Fig. 1: gate-type map
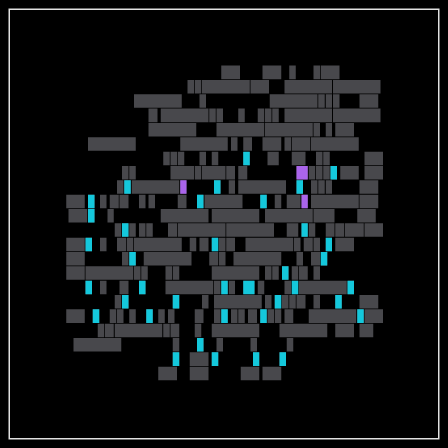
Fig. 2: clock wiring as the flow saved it
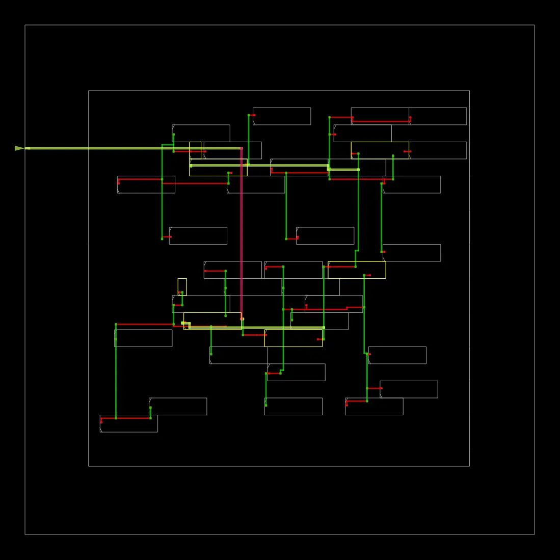
Fig. 3: I/O pins on the die edge
The bar under the picture is 20 um long. Pins as bars across the die edge, other pins in gray.
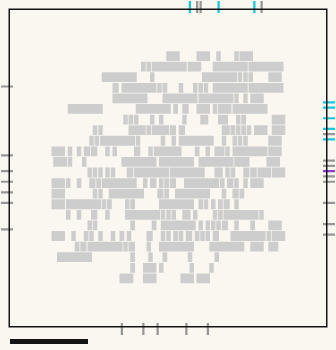
[config.mk]
export PLATFORM = sky130hd
export DESIGN_NAME = serial_subtractor
export DESIGN_NICKNAME = d
export VERILOG_FILES = /design/src/rtl/serial_sub_pkg.sv /design/src/rtl/full_subtractor.sv /design/src/rtl/serial_subtractor.sv
export SDC_FILE = /design/constraint.sdc
export NUM_CORES = 1
export LEC_CHECK = 0
export ABC_AREA = 1
export ABC_CLOCK_PERIOD_IN_PS = 2210
export CAP_MARGIN = 30
export CORE_MARGIN = 10
export CORE_UTILIZATION = 40
export CTS_BUF_LIST = sky130_fd_sc_hd__clkbuf_16
export DETAILED_ROUTE_END_ITERATION = 8
export PLACE_DENSITY = 0.71
export SLEW_MARGIN = 20
export SYNTH_ARGS = -nofsm -noshare
export SYNTH_HDL_FRONTEND = slang
export SYNTH_SLANG_ARGS = --single-unit
[constraint.sdc]
create_clock -name clk -period 2.21 [get_ports clk]
set_input_delay 0.3315 -clock clk [delete_from_list [all_inputs] [get_ports clk]]
set_output_delay 0.3315 -clock clk [all_outputs]
set_load 0.01 [all_outputs]
[src/rtl/serial_sub_pkg.sv]
// serial_sub_pkg: shared constants for the bit-serial subtractor.
//   - FSM state encoding (IDLE / SHIFT / DONE)
//   - cnt_width(): width of the bit counter for a given operand width
// No ports; imported by serial_subtractor.
package serial_sub_pkg;

  localparam logic [1:0] IDLE  = 2'd0;
  localparam logic [1:0] SHIFT = 2'd1;
  localparam logic [1:0] DONE  = 2'd2;

  // $clog2(width) bits count 0..width-1. Floor at 1 so a counter always exists.
  function automatic int cnt_width(input int width);
    return (width > 1) ? $clog2(width) : 1;
  endfunction

endpackage

[src/rtl/full_subtractor.sv]
// full_subtractor: single-bit combinational full subtractor, a - b - bin.
// Ports:
//   a, b, bin  : minuend bit, subtrahend bit, borrow in
//   diff, bout : difference bit, borrow out
module full_subtractor (
  input  logic a,
  input  logic b,
  input  logic bin,
  output logic diff,
  output logic bout
);

  assign diff = a ^ b ^ bin;
  // Borrow when b exceeds a, or when the bits match and a borrow is pending.
  assign bout = (~a & b) | (~(a ^ b) & bin);

endmodule

[src/rtl/serial_subtractor.sv]
// serial_subtractor: bit-serial unsigned subtractor, A - B, LSB first, one
// bit per clock through a single full_subtractor cell and a borrow flop.
// Operands in and result out over valid/ready handshakes.
//
// state | meaning
// IDLE  | in_ready=1, waiting for operands
// SHIFT | busy=1, one result bit per cycle, WIDTH cycles
// DONE  | out_valid=1, result held until out_ready
//
// Ports:
//   clk, rst              : clock (rising edge), async active-high reset
//   in_valid, in_ready    : operand handshake, a/b sampled on accept edge
//   a, b                  : minuend, subtrahend (WIDTH bits)
//   out_valid, out_ready  : result handshake
//   diff, borrow_out      : A - B mod 2^WIDTH, borrow out of the MSB
//   busy                  : high while in SHIFT
//
// Build option: define SERIAL_SUBTRACTOR_SATURATE_EN to clamp diff to 0
// whenever borrow_out=1 (saturating subtract). Timing is unchanged.
module serial_subtractor
  import serial_sub_pkg::*;
#(
  parameter int WIDTH = 8
) (
  input  logic             clk,
  input  logic             rst,
  input  logic             in_valid,
  output logic             in_ready,
  input  logic [WIDTH-1:0] a,
  input  logic [WIDTH-1:0] b,
  output logic             out_valid,
  input  logic             out_ready,
  output logic [WIDTH-1:0] diff,
  output logic             borrow_out,
  output logic             busy
);

  localparam int CNT_W = cnt_width(WIDTH);
  localparam logic [CNT_W-1:0] CNT_LAST = CNT_W'(WIDTH - 1);

  logic [1:0]       state;
  logic [WIDTH-1:0] sa;
  logic [WIDTH-1:0] sb;
  logic [WIDTH-1:0] res;
  logic [WIDTH-1:0] res_next;
  logic             bor;
  logic             borrow_r;
  logic [CNT_W-1:0] cnt;
  logic             d;
  logic             bnext;

  full_subtractor u_cell (
    .a    (sa[0]),
    .b    (sb[0]),
    .bin  (bor),
    .diff (d),
    .bout (bnext)
  );

  // New bit enters at the MSB; after WIDTH shifts bit 0 sits at the LSB.
  assign res_next = {d, res[WIDTH-1:1]};

  always_ff @(posedge clk or posedge rst) begin
    if (rst) begin
      state    <= IDLE;
      sa       <= '0;
      sb       <= '0;
      res      <= '0;
      bor      <= 1'b0;
      borrow_r <= 1'b0;
      cnt      <= '0;
    end else begin
      case (state)
        IDLE: begin
          if (in_valid) begin
            sa    <= a;
            sb    <= b;
            bor   <= 1'b0;
            cnt   <= '0;
            state <= SHIFT;
          end
        end
        SHIFT: begin
          res <= res_next;
          sa  <= sa >> 1;
          sb  <= sb >> 1;
          bor <= bnext;
          cnt <= cnt + CNT_W'(1);
          if (cnt == CNT_LAST) begin
            borrow_r <= bnext;
            state    <= DONE;
`ifdef SERIAL_SUBTRACTOR_SATURATE_EN
            if (bnext) res <= '0;
`endif
          end
        end
        DONE: begin
          if (out_ready) state <= IDLE;
        end
        default: state <= IDLE;
      endcase
    end
  end

  assign in_ready   = (state == IDLE);
  assign busy       = (state == SHIFT);
  assign out_valid  = (state == DONE);
  assign diff       = res;
  assign borrow_out = borrow_r;

endmodule

==> reports/qor.tcl <==
set qor(outcome) {finished clean}
set qor(post_drt_wl_per_cell_um) 11.2
set qor(cp_cell_sequence) {nor2_1 -> clkdlybuf4s50_1}
set qor(top_level_ports) 32
set qor(tns_ns) 0
set qor(grt_overflow) 0
set qor(timing.final.crit_period_ns) 1.80
set qor(grtUsageMet2_pct) 16.3
set qor(layout.cells.most_common) {sky130_fd_sc_hd__nand2_1}
set qor(min_path_type) {in2async}
set qor(clock_tree.buffer_depth) 2
set qor(design.final.nets) 254
set qor(path_buffers) 1
set qor(wl_mm) 3.13
set qor(layout-drive-gt1-share_pct) 6.06
set qor(synth_area_sq_um) 1500
set qor(fa_ha_area_share_pct) 3.01
set qor(worst_ir_drop_vdd_mv) 0.478
set qor(grt.met3_usage_pct) 5.19
set qor(met3WireLength_um) 249
set qor(slowest_stage) {sky130_fd_sc_hd__clkdlybuf4s50_1}
set qor(timing.fmax_mhz) 555
set qor(grt_antenna_before_repair) 0
set qor(max_cap_violations) 0
set qor(cpPeakStageDelay_ns) 0.58
set qor(cp_top_family) {buffers and inverters}
set qor(floorplan.rows) 22
set qor(ys_seq_share_pct) 51.8
set qor(post_synth_main_logic_family) {simple AND/OR/NAND/NOR gates}
set qor(worst_slew_margin_rel_pct) 66.1
set qor(crit_type) {reg2out}
set qor(openroad.warnings) 26
set qor(synth-main-ff-cell) {sky130_fd_sc_hd__dfrtp_1}
set qor(post-synth-top-count-cell) {sky130_fd_sc_hd__nand2_1}
set qor(first_pass_iters) 4
set qor(end_kind) {primary output}
set qor(critPathLaunchType) {flip-flop}
set qor(synthesis.yosys.warnings) 0
set qor(synth.cells.most_frequent) {sky130_fd_sc_hd__nand2_1 (90), sky130_fd_sc_hd__inv_1 (35), sky130_fd_sc_hd__dfrtp_1 (31)}
set qor(ant_nets) 0
set qor(largest_driver_fanout_on_the_critical_path) 4
set qor(synthMuxAreaShare_pct) 0
set qor(fin_skew_ns) 0.00502
set qor(route.detailed.vias_per_inst) 4.34
set qor(synth_stat.cells) 197
set qor(timing_worst_slew_pin_value_ns) 0.507
set qor(finalSetupViolations) 0
set qor(areaGrowthSynthToFinish_pct) 32.2
set qor(synth-area-yosys_sq_um) 1500
set qor(min_period_over_period_pct) 81.6
set qor(clock_tree.root_cell) {sky130_fd_sc_hd__clkbuf_16}
set qor(n_fill_cell) 354
set qor(drt-initial-drc-count) 72
set qor(power_leakage_nw) 1.10
About Fig. 1:
legend:
  cyan:
    family: inv cells
    cells: 37
  purple:
    family: nor cells
    cells: 3

About Fig. 2:
clock latency of the later-clocked register in the worst-skew pair: 0.27 ns
number of buffers inserted during clock tree synthesis: 5
clock sink total: 31
count of clock-net buffers in the final layout: 5

About Fig. 3:
legend:
  cyan:
    port: `diff`
    pins: 8
    direction: output
    edge: 5 right, 3 top
  purple:
    port: `in_valid`
    pins: 1
    direction: input
    edge: right
all pins by edge: 14 right, 7 left, 6 top, 5 bottom

state kept, by name, summed over array words and instances (netlist names):
name        count
diff            8
sa              8
sb              8
cnt             3
state           2
bor             1
borrow_out      1
kinds of logic after synthesis:
group / Yosys count
AND/OR/NAND/NOR: 112
flip-flops: 31
buffers and inverters: 44
adder cells (fa/ha/maj): 3
AND-OR/OR-AND: 7
power breakdown:
part / switching, W / leakage, nW / internal (W)
Clock: 0.000221 / 0.0671 / 0.000403
Combinational: 0.000616 / 0.649 / 0.000475
Sequential: 0.000152 / 0.385 / 0.000828
Total: 0.000989 / 1.10 / 0.00171
area by class of cell:
| class | instances | area (sq um) | share of cell area [%] |
|---|---|---|---|
| timing repair buffer | 34 | 333 | 16.8 |
| sequential | 31 | 776 | 39.2 |
| inverter | 37 | 141 | 7.14 |
| clock buffer | 5 | 125 | 6.32 |
| tap | 48 | 60.1 | 3.03 |
| multi-input combinational | 122 | 536 | 27.1 |
| clock inverter | 2 | 8.76 | 0.442 |
path summary, 6_finish.rpt:
path / start / endpoint / slack, ns / cells past startpoint
max in group asynchronous: rst / diff[6] / 1.47 / 3
setup / recovery: state[1] / in_ready / 0.41 / 2
hold reg to reg: diff[0] / diff[0] / 0.47 / 2
hold / removal: rst / diff[0] / 0.44 / 3
min in group clk: diff[0] / diff[0] / 0.47 / 2
setup reg to reg: state[1] / sa[6] / 0.65 / 6
through the flow:
stage | setup WS, ns | std cells | area, sq um | hold slack [ns] | total power (W)
floorplan | 1.03 | 197 | 1500 | 0.435 | 0.00171
global placement | 0.698 | 272 | 1850 | 0.463 | 0.00206
detailed placement | 0.660 | 272 | 1850 | 0.465 | 0.00210
CTS | 0.390 | 279 | 1980 | 0.462 | 0.00274
global route | 0.323 | 279 | 1980 | 0.484 | 0.00294
finish | 0.407 | 279 | 1980 | 0.441 | 0.00269
Power figures rest on the tool's default switching activity, not on a simulated workload.
